==> images/metal_stack.png <==
Scale: 1 px per µm. Only two layers are drawn.
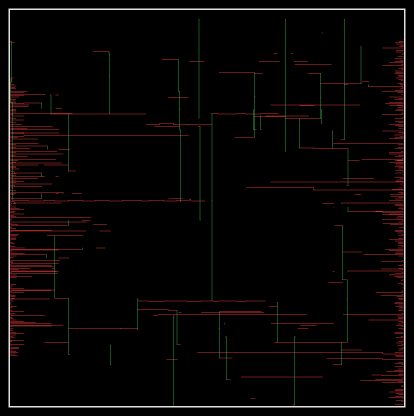
==> images/wire_density.png <==
The die is cut into 39 by 40 equal tiles; dark purple is low, yellow is high, scaled to the fullest tile. Values are wire area over tile area, all layers added.
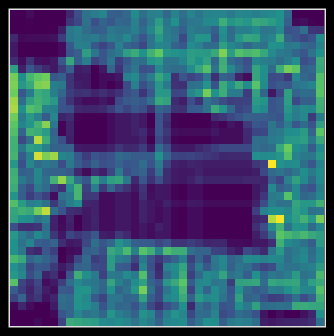
==> config.mk <==
export PLATFORM = sky130hd
export DESIGN_NAME = mem_arbiter
export DESIGN_NICKNAME = d
export VERILOG_FILES = /design/src/rtl/mem_arbiter.sv
export SDC_FILE = /design/constraint.sdc
export NUM_CORES = 1
export LEC_CHECK = 0
export CAP_MARGIN = 5
export CELL_PAD_IN_SITES_DETAIL_PLACEMENT = 0
export CELL_PAD_IN_SITES_GLOBAL_PLACEMENT = 2
export CORE_AREA = 2 2 392 394
export DETAILED_ROUTE_END_ITERATION = 8
export DIE_AREA = 0 0 394 396
export HOLD_SLACK_MARGIN = 0.08
export PLACE_DENSITY_LB_ADDON = 0.1
export SYNTH_ARGS = -nofsm -noshare
export SYNTH_HDL_FRONTEND = slang
export SYNTH_SLANG_ARGS = --single-unit
==> constraint.sdc <==
create_clock -name clk -period 2.9 [get_ports clk]
set_clock_uncertainty 0.15 [all_clocks]
set_input_delay 0.58 -clock clk [delete_from_list [all_inputs] [get_ports clk]]
set_output_delay 0.58 -clock clk [all_outputs]
set_load 0.01 [all_outputs]
==> impl_metrics.env <==
# physical design summary
export IMPL_outcome="complete, but fails checks"
export IMPL_failed_checks="negative setup slack"
export IMPL_grt_pass1_wl_mm=154.7
export IMPL_dp_cells=4108
export IMPL_cp_max_fo=7
export IMPL_power_density_mw_per_mm2=1282
export IMPL_yosys_area_mm2=0.01784
export IMPL_synthCells=1367
export IMPL_yosys_cells=1367
export IMPL_drtIter0Drc=585
export IMPL_r2r_slack_ns=0.14
export IMPL_yosysTopAreaCell="dfrtp_1"
export IMPL_reg2reg_depth=11
export IMPL_fin_ws_ns=-0.007889
export IMPL_rsz0062_at_grt="true"
export IMPL_hold_depth=2
export IMPL_clk_path_buf_depth=3
export IMPL_intPower_w=0.02421
export IMPL_clk_pin_slew_ns=0.05
export IMPL_gp_congestion=0.7361
export IMPL_clock_latency_ns=0.59
export IMPL_final_setup_viol_count=5
export IMPL_hold_viol=0
export IMPL_largest_reg_flops=256
About metal_stack.png:
| layer | color | wire length |
|---|---|---|
| met4 | green | 2,020 µm |
| met3 | red | 7,930 µm |
total track usage: 14.36%
post-DR wirelength/cell: 27.35 µm

About wire_density.png:
fullest tile: 0.40
mean over tiles: 0.12
nearly empty tiles: 9.2%
final wirelength: 116.1 mm
via count: 14,990

==> layer usage <==
metal  global-route usage (%)  part of all wire [%]  vias up
li1                         -                     -     6516
met1                    16.45                    39     7719
met2                    26.07                    52      610
met3                    4.418                   6.8      113
met4                    2.983                   1.7       28
met5                        0                  0.16        -
==> cells in the final DEF, fill, tap and decap left out, types with 3 or more instances in the layout <==
| master | n |
|---|---|
| a21oi_4 | 4 |
| a22o_1 | 254 |
| buf_12 | 44 |
| buf_16 | 6 |
| buf_2 | 15 |
| buf_4 | 56 |
| buf_6 | 60 |
| buf_8 | 5 |
| clkbuf_1 | 21 |
| clkbuf_16 | 49 |
| clkbuf_8 | 9 |
| clkdlybuf4s50_1 | 920 |
| clkinv_2 | 3 |
| conb_1 | 5 |
| dfrtp_1 | 286 |
| diode_2 | 9 |
| ha_1 | 9 |
| inv_1 | 5 |
| mux2_2 | 120 |
| mux2_4 | 136 |
| mux2i_1 | 29 |
| mux4_2 | 64 |
| nand2_1 | 37 |
| o21ai_0 | 30 |
==> power by group through the flow <==
stage	clock, W	sequential [W]	combinational, W
finish	0.00580	0.00910	0.0248
detailed placement	0	0.00935	0.0245
global placement	0	0.00926	0.0246
global route	0.00623	0.00948	0.0263
floorplan	0	0.00862	0.0124
CTS	0.00611	0.00931	0.0254
==> timing repair <==
action                                  CTS  global route
endpoints found under the setup margin   65            62
endpoints found under the hold margin    29             0
buffers inserted                         26            10
hold buffers                              1             0
resized                                 344            25
pin swaps                                 0             1
gates cloned                              6             0
==> final cells by class <==
class	instances	area [µm²]	area share, %
antenna	9	22.52	0.07269
clock buffer	79	1429	4.612
multi-input combinational	715	8119	26.21
timing repair buffer	1108	11520	37.18
clock inverter	9	107.6	0.3473
tap	2030	2540	8.198
sequential	288	7214	23.29
inverter	6	30.03	0.09692
==> worst max-delay path: stages (launching register included) <==
cell and delay (ns):
dfrtp_4 0.42, buf_12 0.16, buf_16 0.17, buf_8 0.14, mux4_2 0.50, buf_6 0.16
==> metrics by stage <==
stage	worst slack [ns]	TNS (ns)
2_1_floorplan	0.1907	0
3_3_place_gp	0.09957	0
3_5_place_dp	0.1106	0
4_1_cts	-0.1527	-4.290
5_1_grt	-0.1312	-3.324
6_report	-0.007889	-0.01931
==> logic make-up (layout without fill, tap and decap cells) <==
family	count (synthesis)	count (layout)	share of synthesized area (%)
and+or+nand+nor	54	54	1.529
DFF	288	288	40.39
buffers and inverters	368	1202	14.47
adders and majority gates	11	11	0.7714
muxes	349	349	28.72
AOI/OAI and AO/OA	296	296	14.10
other	1	14	0.02102
Power figures rest on the tool's default switching activity, not on a simulated workload.
